### Clock wires, drivers and flops, run 1

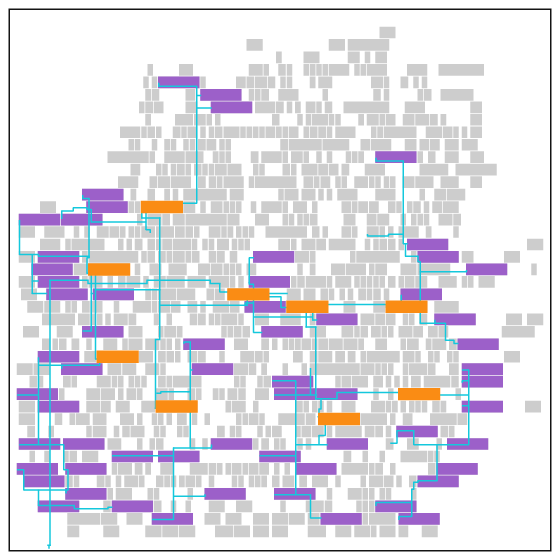
### Clock routing, run 1

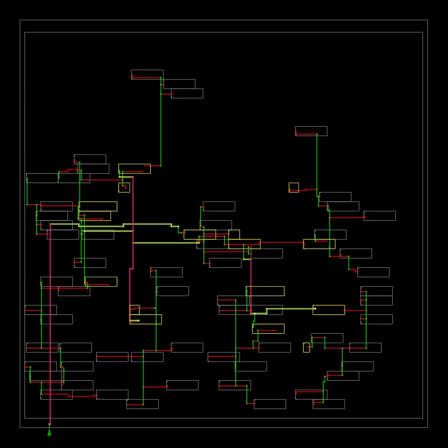
### Cells by drive strength, run 1

Bar = 20 um.
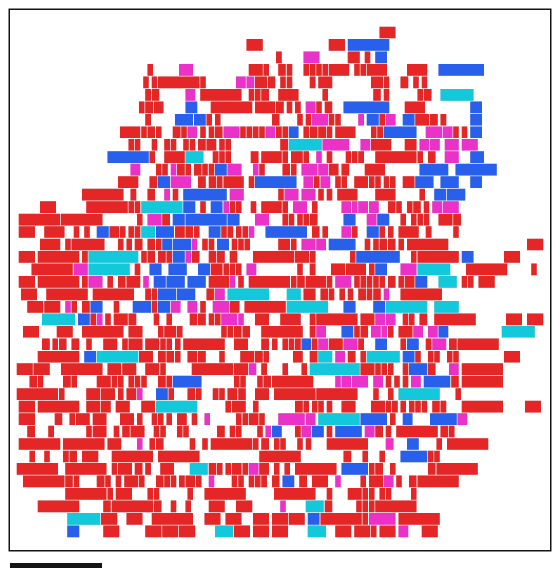
==> config.mk <==
export PLATFORM = sky130hd
export DESIGN_NAME = voice_alloc
export DESIGN_NICKNAME = d
export VERILOG_FILES = /design/src/rtl/voice_alloc.sv
export SDC_FILE = /design/constraint.sdc
export NUM_CORES = 1
export LEC_CHECK = 0
export ABC_AREA = 1
export CAP_MARGIN = 15
export CORE_UTILIZATION = 40
export CTS_CLUSTER_DIAMETER = 30
export DETAILED_ROUTE_END_ITERATION = 10
export GPL_TIMING_DRIVEN = 0
export PLACE_DENSITY_LB_ADDON = 0.3
export SLEW_MARGIN = 20
export SYNTH_ARGS = -nofsm -noshare
export SYNTH_HDL_FRONTEND = slang
export SYNTH_SLANG_ARGS = --single-unit
export TNS_END_PERCENT = 100
==> constraint.sdc <==
create_clock -name clk_i -period 8.2 [get_ports clk_i]
set_input_delay 1.64 -clock clk_i [delete_from_list [all_inputs] [get_ports clk_i]]
set_output_delay 1.64 -clock clk_i [all_outputs]
set_load 0.005 [all_outputs]
==> src/rtl/voice_alloc.sv <==
// Polyphonic voice allocator: tracks note/enable/age per voice, allocates on note-on,
// releases on note-off, and optionally steals the oldest voice when all are busy.
module voice_alloc #(
  parameter int unsigned VOICES = 4,
  parameter int unsigned NOTE_W = 8,
  parameter bit          STEAL  = 1'b1,
  parameter int unsigned CNT_W  = $clog2(VOICES + 1)
) (
  input  logic                     clk_i,
  input  logic                     nrst_i,
  input  logic [NOTE_W-1:0]        note_i,
  input  logic                     noteOnStrb_i,
  input  logic                     noteOffStrb_i,
  input  logic                     allOffStrb_i,
  output logic [VOICES*NOTE_W-1:0] voiceNote_o,
  output logic [VOICES-1:0]        voiceEn_o,
  output logic [VOICES-1:0]        voiceRetrig_o,
  output logic                     droppedStrb_o,
  output logic [CNT_W-1:0]         activeCount_o
);

  localparam int unsigned IDX_W = (VOICES > 1) ? $clog2(VOICES) : 1;

  logic [NOTE_W-1:0] note_q [VOICES];
  logic [NOTE_W-1:0] note_n [VOICES];
  logic [IDX_W-1:0]  age_q  [VOICES];
  logic [IDX_W-1:0]  age_n  [VOICES];
  logic [VOICES-1:0] en_q, en_n;
  logic [VOICES-1:0] retrig_q, retrig_n;
  logic              dropped_q, dropped_n;
  logic [CNT_W-1:0]  cnt_q, cnt_n;
  logic              pend_vld_q, pend_vld_n;
  logic [NOTE_W-1:0] pend_note_q, pend_note_n;

  logic              do_on, do_off;
  logic [NOTE_W-1:0] on_note;
  logic [IDX_W-1:0]  rel_age;
  logic              hit, free, tgt_ok, tgt_act;
  logic [IDX_W-1:0]  hit_idx, free_idx, old_idx, tgt, tgt_age;

  // Next-state: all-off overrides; a pending note-on takes priority over a new note-on.
  always_comb begin
    en_n        = en_q;
    note_n      = note_q;
    age_n       = age_q;
    pend_vld_n  = pend_vld_q;
    pend_note_n = pend_note_q;
    retrig_n    = '0;
    dropped_n   = 1'b0;
    cnt_n       = '0;
    do_on       = 1'b0;
    do_off      = 1'b0;
    on_note     = note_i;
    rel_age     = '0;
    hit         = 1'b0;
    free        = 1'b0;
    tgt_ok      = 1'b0;
    tgt_act     = 1'b0;
    hit_idx     = '0;
    free_idx    = '0;
    old_idx     = '0;
    tgt         = '0;
    tgt_age     = '0;

    if (allOffStrb_i) begin
      en_n       = '0;
      pend_vld_n = 1'b0;
      for (int unsigned v = 0; v < VOICES; v++) begin
        age_n[v] = '0;
      end
    end else begin
      if (pend_vld_q) begin
        do_on      = 1'b1;
        on_note    = pend_note_q;
        do_off     = noteOffStrb_i;
        dropped_n  = noteOnStrb_i;
        pend_vld_n = 1'b0;
      end else if (noteOnStrb_i && noteOffStrb_i) begin
        do_off      = 1'b1;
        pend_vld_n  = 1'b1;
        pend_note_n = note_i;
      end else begin
        do_on  = noteOnStrb_i;
        do_off = noteOffStrb_i;
      end

      // Release: voices older than the released one move one rank younger.
      if (do_off) begin
        for (int unsigned v = 0; v < VOICES; v++) begin
          if (en_n[v] && (note_n[v] == note_i)) begin
            rel_age  = age_n[v];
            en_n[v]  = 1'b0;
            age_n[v] = '0;
            for (int unsigned w = 0; w < VOICES; w++) begin
              if (en_n[w] && (age_n[w] > rel_age)) begin
                age_n[w] = age_n[w] - IDX_W'(1);
              end
            end
          end
        end
      end

      if (do_on) begin
        for (int unsigned v = 0; v < VOICES; v++) begin
          if (en_n[v] && (note_n[v] == on_note)) begin
            hit     = 1'b1;
            hit_idx = IDX_W'(v);
          end
          if (!en_n[v] && !free) begin
            free     = 1'b1;
            free_idx = IDX_W'(v);
          end
          if (en_n[v] && (age_n[v] == IDX_W'(VOICES - 1))) begin
            old_idx = IDX_W'(v);
          end
        end

        if (hit) begin
          tgt_ok = 1'b1;
          tgt    = hit_idx;
        end else if (free) begin
          tgt_ok = 1'b1;
          tgt    = free_idx;
        end else if (STEAL) begin
          tgt_ok = 1'b1;
          tgt    = old_idx;
        end else begin
          dropped_n = 1'b1;
        end

        // Target becomes newest; only voices younger than it (or all, if it was idle) age.
        if (tgt_ok) begin
          tgt_act = en_n[tgt];
          tgt_age = age_n[tgt];
          for (int unsigned w = 0; w < VOICES; w++) begin
            if (en_n[w] && (IDX_W'(w) != tgt) && (!tgt_act || (age_n[w] < tgt_age))) begin
              age_n[w] = age_n[w] + IDX_W'(1);
            end
          end
          en_n[tgt]     = 1'b1;
          note_n[tgt]   = on_note;
          age_n[tgt]    = '0;
          retrig_n[tgt] = 1'b1;
        end
      end
    end

    for (int unsigned v = 0; v < VOICES; v++) begin
      cnt_n = cnt_n + CNT_W'(en_n[v]);
    end
  end

  always_ff @(posedge clk_i or negedge nrst_i) begin
    if (!nrst_i) begin
      en_q        <= '0;
      retrig_q    <= '0;
      dropped_q   <= 1'b0;
      cnt_q       <= '0;
      pend_vld_q  <= 1'b0;
      pend_note_q <= '0;
      for (int unsigned v = 0; v < VOICES; v++) begin
        note_q[v] <= '0;
        age_q[v]  <= '0;
      end
    end else begin
      en_q        <= en_n;
      retrig_q    <= retrig_n;
      dropped_q   <= dropped_n;
      cnt_q       <= cnt_n;
      pend_vld_q  <= pend_vld_n;
      pend_note_q <= pend_note_n;
      note_q      <= note_n;
      age_q       <= age_n;
    end
  end

  for (genvar g = 0; g < VOICES; g++) begin : g_note_out
    assign voiceNote_o[g*NOTE_W +: NOTE_W] = note_q[g];
  end

  assign voiceEn_o     = en_q;
  assign voiceRetrig_o = retrig_q;
  assign droppedStrb_o = dropped_q;
  assign activeCount_o = cnt_q;

endmodule
==> run_summary.xml, run 1 <==
<?xml version="1.0" encoding="UTF-8"?>
<metrics>
  <group name="status">
    <metric name="status" unit="">complete, no violations</metric>
  </group>
  <group name="final_timing">
    <metric name="period_minus_slack" unit="ns">7.98</metric>
    <metric name="final_hold_viol_count" unit="">0</metric>
    <metric name="timing.setup.tns" unit="ns">0</metric>
    <metric name="setup_slack" unit="ns">0.216</metric>
    <metric name="setup_viol" unit="">0</metric>
    <metric name="timing.hold.ws" unit="ns">0.486</metric>
    <metric name="post-route-period-util" unit="%">97.4</metric>
  </group>
  <group name="finish">
    <metric name="comb_share" unit="%">50.4</metric>
    <metric name="mi_comb_cells" unit="">568</metric>
    <metric name="areaGrowthSynthToFinish" unit="%">32.9</metric>
    <metric name="final-clk-cell-share" unit="%">4.53</metric>
    <metric name="biggestCellCategory" unit="">logic gates</metric>
    <metric name="fillCellCount" unit="">1220</metric>
    <metric name="nonClkBufAreaFrac" unit="%">14.0</metric>
    <metric name="finalNetCount" unit="">913</metric>
    <metric name="ff_latch_area" unit="um^2">1530</metric>
    <metric name="mostFrequentLayoutCell" unit="">nand2_1</metric>
    <metric name="seqAreaFraction" unit="%">21.4</metric>
  </group>
  <group name="detailed_routing">
    <metric name="drt_first_pass_iters" unit="">5</metric>
    <metric name="m1_wire_length" unit="um">7290</metric>
    <metric name="drt_iter0_drc" unit="">400</metric>
    <metric name="route.detailed.wl_per_inst" unit="um">14.8</metric>
    <metric name="dr_total_vias" unit="">5207</metric>
    <metric name="ant_nets" unit="">0</metric>
    <metric name="met3_length" unit="um">893</metric>
  </group>
  <group name="grt">
    <metric name="grt.total_usage" unit="%">21.9</metric>
    <metric name="grt-busiest-layer" unit="">met2</metric>
    <metric name="grt_antenna_before_repair" unit="">0</metric>
    <metric name="grt_use_met1" unit="%">31.7</metric>
    <metric name="use_met3" unit="%">3.49</metric>
    <metric name="grt_pass1_wl" unit="um">24200</metric>
    <metric name="grt_remaining_overflow" unit="">0</metric>
  </group>
  <group name="logic_synthesis">
    <metric name="ys.flop_type" unit="">dfrtp_1</metric>
    <metric name="post_synth_and_or_nand_nor_area_fraction" unit="%">33.5</metric>
    <metric name="most_common_cell" unit="">nand2_1</metric>
    <metric name="post_synth_tally_of_flip_flops_with_integrated_enable" unit="">0</metric>
    <metric name="commonest_cells_in_the_synthesized_netlist" unit="">nand2_1 (225), inv_1 (95), dfrtp_1 (61)</metric>
    <metric name="post_synth_xor_area_fraction" unit="%">8.52</metric>
    <metric name="yosysCellCount" unit="">766</metric>
    <metric name="syn_inst" unit="">766</metric>
    <metric name="postSynth.asyncResetShare" unit="%">100</metric>
    <metric name="post_synth_main_logic_family" unit="">simple AND/OR/NAND/NOR gates</metric>
    <metric name="syn_area_per_cell" unit="um^2">7.00</metric>
    <metric name="top_area_share" unit="%">28.5</metric>
    <metric name="ys_types" unit="">48</metric>
    <metric name="yosysWarningCount" unit="">0</metric>
    <metric name="muxShareOfSynthArea" unit="%">0</metric>
  </group>
  <group name="clocking">
    <metric name="clockBufferDepth" unit="">2</metric>
    <metric name="cts.hold.buffers_added" unit="">0</metric>
    <metric name="clk_transition_reported_paths" unit="ns">0.05</metric>
    <metric name="ctsHtreeMaxLevel" unit="">3</metric>
    <metric name="cts_resized" unit="">34</metric>
    <metric name="tritoncts" unit="">built</metric>
  </group>
  <group name="worst_setup_path">
    <metric name="timing.critical_path.slowest_stage_cell" unit="">ha_4</metric>
    <metric name="cp.buffers_inverters" unit="">10</metric>
    <metric name="worstReg2RegEnd" unit="">age_q[2]$_DFF_PN0_</metric>
    <metric name="crit_cells" unit="">51</metric>
    <metric name="flop_to_flop_setup_slack" unit="ns">0.98</metric>
    <metric name="critical_path_arrival" unit="ns">8.25</metric>
    <metric name="crit_end" unit="">age_q[2]$_DFF_PN0_</metric>
    <metric name="crit-reg2reg-launch" unit="">age_q[7]$_DFF_PN0_</metric>
    <metric name="critical-path-top-delay-family" unit="">simple AND/OR/NAND/NOR gates</metric>
    <metric name="timing.critical_path.fanout_max" unit="">6</metric>
    <metric name="end_kind" unit="">flip-flop</metric>
  </group>
  <group name="placed_design">
    <metric name="place.port_buffers" unit="">50</metric>
    <metric name="pre_cts_ws" unit="ns">-1.72</metric>
  </group>
  <group name="floorplan">
    <metric name="fp.dieArea" unit="um^2">13900</metric>
    <metric name="die-width" unit="um">118</metric>
    <metric name="boundaryPins" unit="">57</metric>
    <metric name="row_count" unit="">41</metric>
    <metric name="fp.coreArea" unit="um^2">12800</metric>
    <metric name="floorplan.die.height" unit="um">118</metric>
    <metric name="tap-cell-count" unit="">172</metric>
    <metric name="floorplanUtilization" unit="%">41.8</metric>
  </group>
  <group name="power_and_ir_drop">
    <metric name="combinationalPower" unit="uW">482</metric>
    <metric name="pwr.group.sequential" unit="uW">416</metric>
    <metric name="maxPowerGroup" unit="">combinational logic</metric>
    <metric name="power-per-cell-area" unit="nW/um^2">184</metric>
    <metric name="sequential_group_share_of_total_power" unit="%">31.7</metric>
  </group>
  <group name="min_path">
    <metric name="min-delay-path-class" unit="">flip-flop to flip-flop</metric>
    <metric name="min_path_cells" unit="">2</metric>
    <metric name="holdCritStartpoint" unit="">pend_note_q[0]$_DFFE_PN0P_</metric>
    <metric name="worstHoldEndpoint" unit="">pend_note_q[0]$_DFFE_PN0P_</metric>
  </group>
</metrics>
## Picture notes: 'Clock wires, drivers and flops'
[clock-net drivers] orange | count: 9
[clock wires] cyan | length: 933 um
[flip-flops] purple | count: 61
routed clock nets: 10
final worst clock skew: 0.00747 ns
clock group share of total power: 31.6%

## Picture notes: 'Clock routing'
clock network power consumption: 414 uW
number of sinks driven by the clock tree: 61
TritonCTS Buffers: 9
source-to-sink clock delay at the later pin of the worst-skew pair: 0.33 ns
# clk buffers: 9

## Picture notes: 'Cells by drive strength'
[x1 and smaller] red | cells: 658 | share: 75% | most used: nand2_1
[x6 and larger] cyan | cells: 28 | share: 3.2% | most used: clkbuf_16
[x3 and x4] blue | cells: 85 | share: 9.7% | most used: buf_4
[x2] magenta | cells: 103 | share: 12% | most used: nand2_2

## run 1: flip-flops by register name (all words and copies together) (netlist names)
signal,count
voiceNote_o,32
age_q,8
pend_note_q,8
voiceEn_o,4
voiceRetrig_o,4
activeCount_o,3
droppedStrb_o,1
pend_vld_q,1
## run 1: metrics by stage
| step | cells | cell area, um^2 | power (mW) | utilization [%] |
|---|---|---|---|---|
| after CTS | 1018 | 6590 | 1.27 | 51.3 |
| final | 1046 | 7130 | 1.31 | 55.6 |
| after floorplan | 766 | 5360 | 0.669 | - |
| after global routing | 1046 | 7130 | 1.39 | 55.6 |
| after global placement | 988 | 6080 | 0.825 | 47.4 |
| after detailed placement | 989 | 6100 | 0.833 | 47.5 |
### Register map, names as in the netlist, run 1

Bar = 20 um. Other sequential cells in the stronger grey, the rest of the logic in the fainter grey.
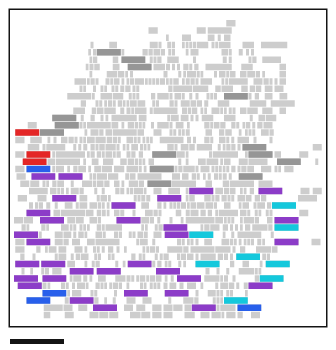

==> inputs of run 2 (changes only) <==
--- a/config.mk
+++ b/config.mk
@@ -10,8 +10,8 @@
 export CORE_UTILIZATION = 40
 export CTS_CLUSTER_DIAMETER = 30
 export DETAILED_ROUTE_END_ITERATION = 10
-export GPL_TIMING_DRIVEN = 0
 export PLACE_DENSITY_LB_ADDON = 0.3
+export SETUP_SLACK_MARGIN = 0.3
 export SLEW_MARGIN = 20
 export SYNTH_ARGS = -nofsm -noshare
 export SYNTH_HDL_FRONTEND = slang
### Register map, names as in the netlist, run 2

Bar = 20 um. Other sequential cells in the stronger grey, the rest of the logic in the fainter grey.
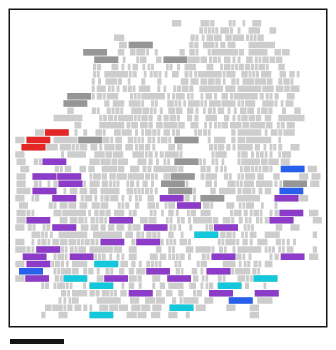
[`voiceRetrig_o`] blue | sequential cells: 4
[`voiceNote_o`] purple | sequential cells: 32
[`activeCount_o`] red | sequential cells: 3
[`pend_note_q`] cyan | sequential cells: 8

==> run_summary.xml, run 2 <==
<?xml version="1.0" encoding="UTF-8"?>
<metrics>
  <group name="detailed_routing">
    <metric name="dr_total_vias" unit="">5439</metric>
    <metric name="met3_length" unit="um">743</metric>
    <metric name="drt_iter0_drc" unit="">333</metric>
    <metric name="drt_first_pass_iters" unit="">6</metric>
  </group>
  <group name="finish">
    <metric name="biggestCellCategory" unit="">logic gates</metric>
    <metric name="largest_register_ffs" unit="">32</metric>
    <metric name="mostFrequentLayoutCell" unit="">nand2_1</metric>
    <metric name="comb_share" unit="%">48.7</metric>
    <metric name="finalNetCount" unit="">955</metric>
    <metric name="seqAreaFraction" unit="%">20.3</metric>
    <metric name="fillCellCount" unit="">1154</metric>
    <metric name="clkbuf_count" unit="">11</metric>
  </group>
  <group name="final_timing">
    <metric name="timing.setup.tns" unit="ns">0</metric>
    <metric name="timing.hold.ws" unit="ns">0.493</metric>
    <metric name="setup_viol" unit="">0</metric>
    <metric name="worst_clock_skew" unit="ns">0.00819</metric>
  </group>
  <group name="grt">
    <metric name="grt_pass1_wl" unit="um">24800</metric>
    <metric name="grt_remaining_overflow" unit="">0</metric>
  </group>
  <group name="logic_synthesis">
    <metric name="post_synth_xor_area_fraction" unit="%">8.52</metric>
    <metric name="yosysCellCount" unit="">766</metric>
    <metric name="commonest_cells_in_the_synthesized_netlist" unit="">nand2_1 (225), inv_1 (95), dfrtp_1 (61)</metric>
    <metric name="ys_types" unit="">48</metric>
    <metric name="ys.flop_type" unit="">dfrtp_1</metric>
    <metric name="post_synth_tally_of_flip_flops_with_integrated_enable" unit="">0</metric>
    <metric name="top_area_share" unit="%">28.5</metric>
  </group>
  <group name="worst_setup_path">
    <metric name="critical_path_arrival" unit="ns">8.04</metric>
    <metric name="timing.critical_path.fanout_max" unit="">5</metric>
    <metric name="timing.critical_path.slowest_stage_cell" unit="">ha_1</metric>
    <metric name="cp.buffers_inverters" unit="">9</metric>
  </group>
  <group name="floorplan">
    <metric name="fp.dieArea" unit="um^2">13900</metric>
    <metric name="tap-cell-count" unit="">172</metric>
    <metric name="floorplan.die.height" unit="um">118</metric>
    <metric name="die-width" unit="um">118</metric>
  </group>
  <group name="min_path">
    <metric name="min_path_cells" unit="">2</metric>
  </group>
  <group name="clocking">
    <metric name="cts.hold.buffers_added" unit="">0</metric>
    <metric name="tritoncts" unit="">built</metric>
  </group>
  <group name="power_and_ir_drop">
    <metric name="clock_group_share_of_total_power" unit="%">32.8</metric>
  </group>
  <group name="placed_design">
    <metric name="placedCellCount" unit="">1057</metric>
  </group>
  <group name="status">
    <metric name="status" unit="">complete, no violations</metric>
  </group>
</metrics>
### Cells by drive strength, run 2

Bar = 20 um.
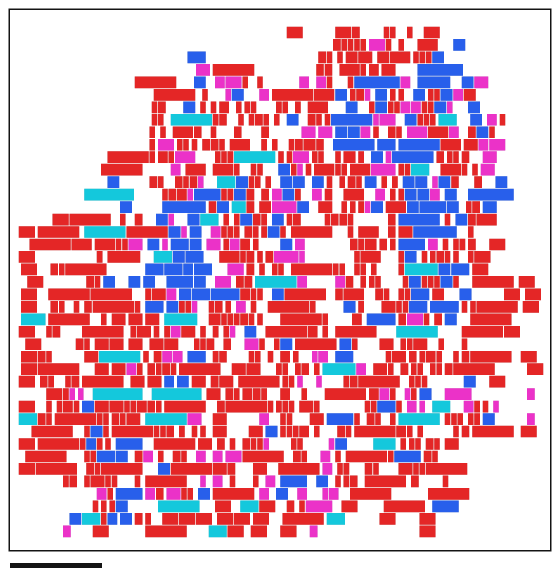
[x3 and x4] blue | cells: 133 | share: 15% | most used: buf_4
[x1 and smaller] red | cells: 647 | share: 71% | most used: nand2_1
[x6 and larger] cyan | cells: 29 | share: 3.2% | most used: buf_6
[x2] magenta | cells: 107 | share: 12% | most used: nand2_2
slack of the critical path: 0.426 ns
total of plain and repair buffers excluding clock buffers: 151
Layout area overhead: 40.1%
area of all placed cells without fillers: 7510 um^2

[run 2: power by group through the flow]
| stage | logic, mW | registers, mW | clock network, mW |
|---|---|---|---|
| detailed placement | 0.453 | 0.424 | 0 |
| CTS | 0.465 | 0.420 | 0.459 |
| global placement | 0.447 | 0.424 | 0 |
| finish | 0.511 | 0.422 | 0.455 |
| floorplan | 0.267 | 0.408 | 0 |
| global route | 0.565 | 0.429 | 0.472 |
[run 2: logic make-up after synthesis]
logic type	count (synthesis)
simple gates	387
buf+inv	137
compound gates	100
flops	61
xor+xnor	50
fa+ha+maj	31
[run 2: routing by layer]
layer | GRT usage (%) | vias up
met5 | 0 | -
li1 | - | 2710
met2 | 35.3 | 153
met3 | 3.54 | 24
met4 | 7.37 | 0
met1 | 31.9 | 2552
### Placed cells, one colour a class, run 2

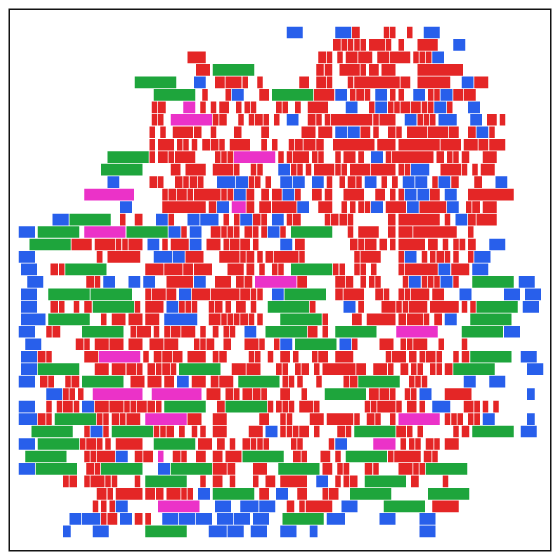

==> inputs of run 3 (changes only) <==
--- a/config.mk
+++ b/config.mk
@@ -7,7 +7,7 @@
 export LEC_CHECK = 0
 export ABC_AREA = 1
 export CAP_MARGIN = 15
-export CORE_UTILIZATION = 40
+export CORE_UTILIZATION = 50
 export CTS_CLUSTER_DIAMETER = 30
 export DETAILED_ROUTE_END_ITERATION = 10
 export PLACE_DENSITY_LB_ADDON = 0.3
### Placed cells, one colour a class, run 3

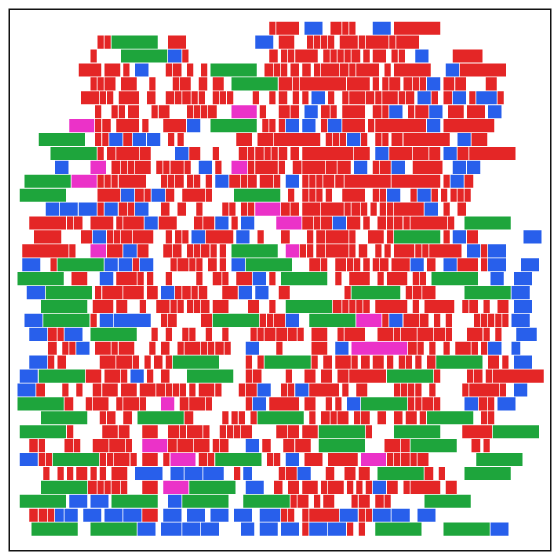
[remaining logic cells] red | cells: 688
[registers] green | cells: 61
[remaining buffers and delay cells] blue | cells: 143
[clock drivers and dummy loads] magenta | cells: 16
final core area utilization: 69.8%
placement row count: 37
area of the core: 10400 um^2
area of all placed cells without fillers: 7230 um^2

### Clock wires, drivers and flops, run 3

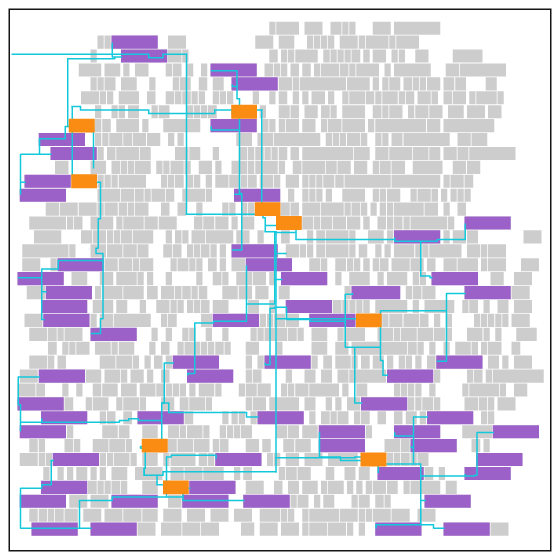
final worst clock skew: 0.0141 ns
source-to-sink clock delay at the later pin of the worst-skew pair: 0.36 ns
clock group share of total power: 23.8%
clock network power consumption: 290 uW

==> run_summary.xml, run 3 <==
<?xml version="1.0" encoding="UTF-8"?>
<metrics>
  <group name="status">
    <metric name="status" unit="">complete, no violations</metric>
  </group>
  <group name="detailed_routing">
    <metric name="m1_wire_length" unit="um">7190</metric>
    <metric name="ant_nets" unit="">0</metric>
    <metric name="met3_length" unit="um">1080</metric>
    <metric name="route.detailed.wl_per_inst" unit="um">15.8</metric>
    <metric name="drt_first_pass_iters" unit="">5</metric>
    <metric name="dr_total_vias" unit="">5561</metric>
    <metric name="drt_iter0_drc" unit="">350</metric>
  </group>
  <group name="placed_design">
    <metric name="placement.cell_area" unit="um^2">6610</metric>
    <metric name="pre_cts_ws" unit="ns">-0.562</metric>
  </group>
  <group name="finish">
    <metric name="seqAreaFraction" unit="%">21.1</metric>
    <metric name="clkbuf_count" unit="">10</metric>
    <metric name="areaGrowthSynthToFinish" unit="%">34.9</metric>
    <metric name="largest_register_ffs" unit="">32</metric>
    <metric name="fillCellCount" unit="">827</metric>
    <metric name="finalNetCount" unit="">947</metric>
    <metric name="layout.cells.non_filler" unit="">1044</metric>
  </group>
  <group name="grt">
    <metric name="gr-usage-met2" unit="%">47.1</metric>
    <metric name="grt-busiest-layer" unit="">met2</metric>
    <metric name="grt_pass1_wl" unit="um">25900</metric>
    <metric name="grt_use_met1" unit="%">40.9</metric>
  </group>
  <group name="clocking">
    <metric name="ctsHtreeMaxLevel" unit="">3</metric>
    <metric name="cts_resized" unit="">18</metric>
    <metric name="clk_transition_reported_paths" unit="ns">0.08</metric>
    <metric name="clock_sink_count" unit="">61</metric>
    <metric name="cts.hold.buffers_added" unit="">0</metric>
  </group>
  <group name="logic_synthesis">
    <metric name="post_synth_tally_of_flip_flops_with_integrated_enable" unit="">0</metric>
    <metric name="most_common_cell" unit="">nand2_1</metric>
    <metric name="postSynth.asyncResetShare" unit="%">100</metric>
    <metric name="ys_types" unit="">48</metric>
    <metric name="yosysWarningCount" unit="">0</metric>
  </group>
  <group name="power_and_ir_drop">
    <metric name="combinationalPower" unit="uW">505</metric>
    <metric name="pwr.group.sequential" unit="uW">422</metric>
  </group>
  <group name="floorplan">
    <metric name="floorplan.die.height" unit="um">106</metric>
    <metric name="floorplanUtilization" unit="%">51.7</metric>
    <metric name="tap-cell-count" unit="">136</metric>
  </group>
  <group name="final_timing">
    <metric name="timing.hold.ws" unit="ns">0.501</metric>
    <metric name="setup_viol" unit="">0</metric>
    <metric name="post-route-period-util" unit="%">95.2</metric>
  </group>
  <group name="min_path">
    <metric name="holdCritStartpoint" unit="">pend_note_q[7]$_DFFE_PN0P_</metric>
    <metric name="min-delay-path-class" unit="">flip-flop to flip-flop</metric>
  </group>
  <group name="worst_setup_path">
    <metric name="crit_end" unit="">age_q[7]$_DFF_PN0_</metric>
    <metric name="timing.critical_path.slowest_stage_cell" unit="">ha_4</metric>
    <metric name="timing.critical_path.fanout_max" unit="">6</metric>
    <metric name="crit-reg2reg-launch" unit="">age_q[7]$_DFF_PN0_</metric>
    <metric name="critical_path_arrival" unit="ns">8.05</metric>
  </group>
</metrics>
[run 3: cell counts after synthesis]
Identical to the previous run, type by type.
[run 3: critical path: cells and delay by family]
| kind | cells | cell delay, ns |
|---|---|---|
| buffers and inverters | 10 | 0.75 |
| adder cells (fa/ha/maj) | 5 | 1.33 |
| AND-OR/OR-AND | 10 | 1.50 |
| AND/OR/NAND/NOR | 24 | 2.40 |
| XOR/XNOR | 2 | 0.37 |
[run 3: cells by family after synthesis]
| kind of cell | Yosys count | synth area share [%] |
|---|---|---|
| flip-flops | 61 | 28.5 |
| AND-OR/OR-AND | 100 | 11.8 |
| XOR/XNOR | 50 | 8.52 |
| AND/OR/NAND/NOR | 387 | 33.5 |
| buffers and inverters | 137 | 10.4 |
| adder cells (fa/ha/maj) | 31 | 7.37 |
Power is estimated from default activity; no workload was simulated.
